File: config.mk
export PLATFORM = sky130hd
export DESIGN_NAME = fwd_hazard_ctrl
export DESIGN_NICKNAME = d
export VERILOG_FILES = /design/src/rtl/hazard_pkg.sv /design/src/rtl/md_scoreboard.sv /design/src/rtl/fwd_hazard_ctrl.sv
export SDC_FILE = /design/constraint.sdc
export NUM_CORES = 1
export LEC_CHECK = 0
export CAP_MARGIN = 30
export CORE_AREA = 5 5 94 96
export DETAILED_ROUTE_END_ITERATION = 16
export DIE_AREA = 0 0 99 101
export DONT_BUFFER_PORTS = 1
export PLACE_DENSITY = 0.55
export SLEW_MARGIN = 20
export SYNTH_ARGS = -nofsm -noshare
export SYNTH_HDL_FRONTEND = slang
export SYNTH_HIERARCHICAL = 1
export SYNTH_SLANG_ARGS = --single-unit
export TNS_END_PERCENT = 10
File: constraint.sdc
create_clock -name clk -period 2.7 [get_ports clk]
set_input_delay 0.54 -clock clk [delete_from_list [all_inputs] [get_ports clk]]
set_output_delay 0.54 -clock clk [all_outputs]
set_load 0.02 [all_outputs]
File: src/rtl/hazard_pkg.sv
// Shared constants for the forwarding/hazard controller: operand select
// encodings and the width of the mul/div countdown counter.
package hazard_pkg;

    localparam logic [1:0] FWD_RF = 2'd0;
    localparam logic [1:0] FWD_W  = 2'd1;
    localparam logic [1:0] FWD_M  = 2'd2;

    // Counter must hold MD_LAT itself, hence lat+1 states.
    function automatic int md_cnt_w(input int lat);
        return $clog2(lat + 1);
    endfunction

endpackage

File: src/rtl/md_scoreboard.sv
// Tracks the single in-flight mul/div operation: countdown to writeback,
// occupancy and the pending destination register.
module md_scoreboard
    import hazard_pkg::*;
#(
    parameter int REG_ADDR_W = 5,
    parameter int MD_LAT     = 4
) (
    input  logic                  clk,
    input  logic                  rst_n,
    input  logic                  md_start_e,
    input  logic [REG_ADDR_W-1:0] rd_e,
    output logic                  md_busy,
    output logic                  md_done,
    output logic [REG_ADDR_W-1:0] md_wr_rd,
    output logic                  pend_v,
    output logic [REG_ADDR_W-1:0] pend_rd
);

    localparam int CNT_W = md_cnt_w(MD_LAT);

    logic [CNT_W-1:0]      r_cnt;
    logic                  r_busy;
    logic                  r_pend_v;
    logic [REG_ADDR_W-1:0] r_pend_rd;
    logic                  w_done;
    logic                  w_accept;

    assign w_done   = r_busy && (r_cnt == CNT_W'(1));
    // A start in the done cycle is accepted so issue can be back-to-back.
    assign w_accept = md_start_e && (!r_busy || w_done);

    always_ff @(posedge clk or negedge rst_n) begin
        if (!rst_n) begin
            r_cnt     <= '0;
            r_busy    <= 1'b0;
            r_pend_v  <= 1'b0;
            r_pend_rd <= '0;
        end else if (w_accept) begin
            r_cnt     <= CNT_W'(MD_LAT);
            r_busy    <= 1'b1;
            r_pend_v  <= (rd_e != '0);
            r_pend_rd <= rd_e;
        end else if (w_done) begin
            r_cnt    <= '0;
            r_busy   <= 1'b0;
            r_pend_v <= 1'b0;
        end else if (r_busy) begin
            r_cnt <= r_cnt - CNT_W'(1);
        end
    end

    assign md_busy  = r_busy;
    assign md_done  = w_done;
    assign md_wr_rd = r_pend_rd;
    assign pend_v   = r_pend_v;
    assign pend_rd  = r_pend_rd;

endmodule

File: src/rtl/fwd_hazard_ctrl.sv
// E-stage operand forwarding plus load-use, mul/div RAW and mul/div
// structural hazard detection for the 5-stage pipeline.
module fwd_hazard_ctrl
    import hazard_pkg::*;
#(
    parameter int DATA_W     = 32,
    parameter int REG_ADDR_W = 5,
    parameter int NUM_RD     = 2,
    parameter int MD_LAT     = 4
) (
    input  logic                         clk,
    input  logic                         rst_n,
    input  logic [NUM_RD*REG_ADDR_W-1:0] rs_d,
    input  logic [NUM_RD-1:0]            rs_valid_d,
    input  logic                         md_start_d,
    input  logic [NUM_RD*REG_ADDR_W-1:0] rs_e,
    input  logic [NUM_RD*DATA_W-1:0]     rf_data_e,
    input  logic [REG_ADDR_W-1:0]        rd_e,
    input  logic                         regwrite_e,
    input  logic                         memtoreg_e,
    input  logic                         md_start_e,
    input  logic [DATA_W-1:0]            alu_out_m,
    input  logic [REG_ADDR_W-1:0]        rd_m,
    input  logic                         regwrite_m,
    input  logic [DATA_W-1:0]            result_w,
    input  logic [REG_ADDR_W-1:0]        rd_w,
    input  logic                         regwrite_w,
    output logic [NUM_RD*DATA_W-1:0]     operand_e,
    output logic [NUM_RD*2-1:0]          fwd_sel_e,
    output logic                         stall_f,
    output logic                         stall_d,
    output logic                         flush_e,
    output logic                         md_busy,
    output logic                         md_done,
    output logic [REG_ADDR_W-1:0]        md_wr_rd
);

    logic                  w_pend_v;
    logic [REG_ADDR_W-1:0] w_pend_rd;
    logic [NUM_RD-1:0]     w_lu_hit;
    logic [NUM_RD-1:0]     w_raw_hit;
    logic                  w_lu_hazard;
    logic                  w_raw_hazard;
    logic                  w_struct_hazard;
    logic                  w_stall;

    md_scoreboard #(
        .REG_ADDR_W (REG_ADDR_W),
        .MD_LAT     (MD_LAT)
    ) u_md_scoreboard (
        .clk        (clk),
        .rst_n      (rst_n),
        .md_start_e (md_start_e),
        .rd_e       (rd_e),
        .md_busy    (md_busy),
        .md_done    (md_done),
        .md_wr_rd   (md_wr_rd),
        .pend_v     (w_pend_v),
        .pend_rd    (w_pend_rd)
    );

    generate
        for (genvar gi = 0; gi < NUM_RD; gi++) begin : g_opnd
            logic [REG_ADDR_W-1:0] w_rs_e;
            logic [REG_ADDR_W-1:0] w_rs_d;
            logic [1:0]            w_sel;
            logic [DATA_W-1:0]     w_opnd;

            assign w_rs_e = rs_e[gi*REG_ADDR_W +: REG_ADDR_W];
            assign w_rs_d = rs_d[gi*REG_ADDR_W +: REG_ADDR_W];

            // M is checked before W so the youngest producer wins.
            always_comb begin
                w_sel  = FWD_RF;
                w_opnd = rf_data_e[gi*DATA_W +: DATA_W];
                if (w_rs_e != '0) begin
                    if (regwrite_m && (rd_m == w_rs_e)) begin
                        w_sel  = FWD_M;
                        w_opnd = alu_out_m;
                    end else if (regwrite_w && (rd_w == w_rs_e)) begin
                        w_sel  = FWD_W;
                        w_opnd = result_w;
                    end
                end
            end

            assign fwd_sel_e[gi*2 +: 2]          = w_sel;
            assign operand_e[gi*DATA_W +: DATA_W] = w_opnd;

            assign w_lu_hit[gi]  = rs_valid_d[gi] && memtoreg_e && regwrite_e &&
                                   (rd_e != '0) && (rd_e == w_rs_d);
            assign w_raw_hit[gi] = rs_valid_d[gi] && (w_rs_d != '0) &&
                                   ((w_pend_v && (w_pend_rd == w_rs_d) && !md_done) ||
                                    (md_start_e && (rd_e == w_rs_d)));
        end
    endgenerate

    assign w_lu_hazard     = |w_lu_hit;
    assign w_raw_hazard    = |w_raw_hit;
    assign w_struct_hazard = md_start_d && md_busy && !md_done;
    assign w_stall         = w_lu_hazard || w_raw_hazard || w_struct_hazard;

    assign stall_f = w_stall;
    assign stall_d = w_stall;
    assign flush_e = w_stall;

endmodule

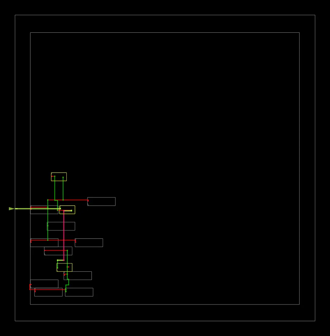
final_clocks.png
Layout Skew: 4.964 ps
clock buffer instance count of the final layout: 3
power in the clock group: 0.155 mW
CTS sink count: 10

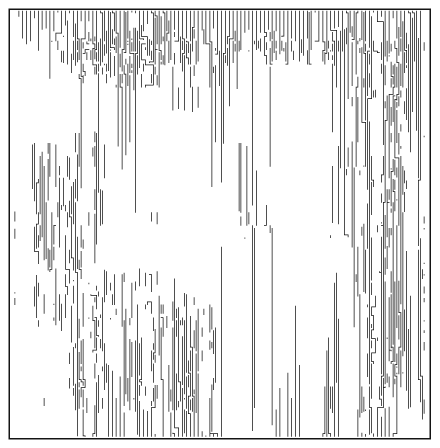
met2.png
main direction	vertical
wire length on this layer	5390 µm
share of all routed wire	51%
longest straight run	61.9 µm
nets with wire on the layer	387
final wirelength: 10.61 mm
vias: 2494
met2 track demand over resource: 32.75%

==> results.py <==
# Generated from Yosys and OpenROAD reports
metrics = {
    "place": {
        "finalWeightedCongestion": 0.8880,
    },
    "synthesis": {
        "synth.net_count": 458,
        "yosys_area_mm2": 0.002437,
        "average_cell_area_after_synthesis_um2": 8.613,
        "number_of_different_library_cells_in_the_post_synthesis_netlist": 45,
        "topCellsByArea": "o221a_1 16%, o221a_2 13%, dfrtp_1 10%",
        "synth.cellmix.compoundShare_pct": 35.57,
        "synth.cell_area_mm2": 0.002437,
        "synth-seq-cells": 10,
    },
    "detailed_routing": {
        "route.antenna.remaining_nets": 0,
        "avgViaCountPerCell": 6.651,
        "post-route-drc-count": 0,
        "detailedRoute.firstIterationViolations": 122,
        "firstDrtPassIters": 5,
    },
    "cells_and_area": {
        "area.sequential_um2": 250.2,
        "final_net_count": 446,
    },
    "critical_path": {
        "crit_path_end_kind": "output pin",
        "timing_worst_setup_path_type": "primary input to output pin",
        "crit_start": "rs_e[1]",
        "worst_setup_path_start_kind": "primary input",
    },
    "floorplanning": {
        "chipHeight_um": 101,
        "die_w_um": 99,
        "fp-utilization_pct": 30.59,
    },
    "timing": {
        "report.final.setup_viol": 0,
        "finalHoldViolCount": 0,
        "timing.setup.tns_ps": 0,
    },
    "grt": {
        "antenna_found_initial": 2,
    },
    "pwr": {
        "pg_comb_mw": 0.651,
        "vdd.ir_drop.worst_uv": 455.7,
        "cellInternalPower_mw": 0.6224,
        "power.share.combinational_pct": 55.0,
    },
    "clock_network": {
        "max-clock-path-buffers": 2,
    },
    "outcome": {
        "run_status": "finished, final reports clean",
    },
}
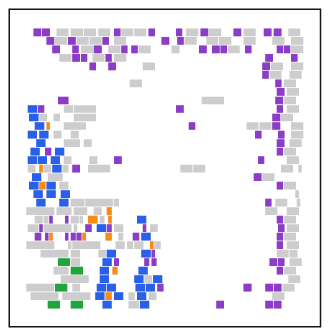
gate_families.png
color	family	cells
purple	NAND gates	85
blue	XOR/XNOR gates	40
orange	NOR gates	12
green	multiplexers	5

## sequential cells by signal, summed over array words and instances, names as in the netlist
name	flops
u_md_scoreboard/md_wr_rd	5
u_md_scoreboard/r_cnt	3
u_md_scoreboard/md_busy	1
u_md_scoreboard/pend_v	1
## per-stage QoR
stage	instances	hold slack, ps	area, µm²	setup WS [ps]
2_1_floorplan	283	244.4	2437	123.8
3_3_place_gp	369	244.7	2534	67.93
3_5_place_dp	369	244.7	2534	31.40
4_1_cts	373	410.3	2585	23.88
5_1_grt	375	431.4	2595	-12.05
6_report	375	415.0	2595	65.74
## critical path, stage by stage
cell and delay (ps):
or4_1 500, nor2_1 130, or4_1 190, a21o_4 330, o221a_1 400
## per-layer routing
metal	vias to the layer above	global-route usage, %	wire [µm]	share of wire, %
met4	0	4.937	242	2.3
met2	185	32.75	5386	51
met1	1192	22.64	3851	36
met3	26	4.291	1133	11
li1	1091	-	-	-
met5	-	0	0	0
## area by class of cell
type | instances | area share, %
multi-input combinational | 237 | 76.95
sequential | 10 | 9.643
timing repair buffer | 13 | 5.786
tap | 105 | 5.063
clock buffer | 3 | 1.591
inverter | 6 | 0.8679
antenna | 1 | 0.09643
## repair_timing
action | in CTS | in global routing
endpoints found under the setup margin | 0 | 46
hold buffers | 1 | 0
resized | 0 | 20
endpoints found under the hold margin | 10 | 0
buffers inserted | 0 | 1
## cell families (layout without fill, tap and decap cells)
logic type	after synthesis	in the layout
XOR/XNOR	40	40
multiplexers	5	5
AND/OR/NAND/NOR	108	108
other	0	1
AND-OR/OR-AND	82	82
flip-flops	10	10
buffers and inverters	36	22
adder cells (fa/ha/maj)	2	2
Power and IR drop assume default switching activity.
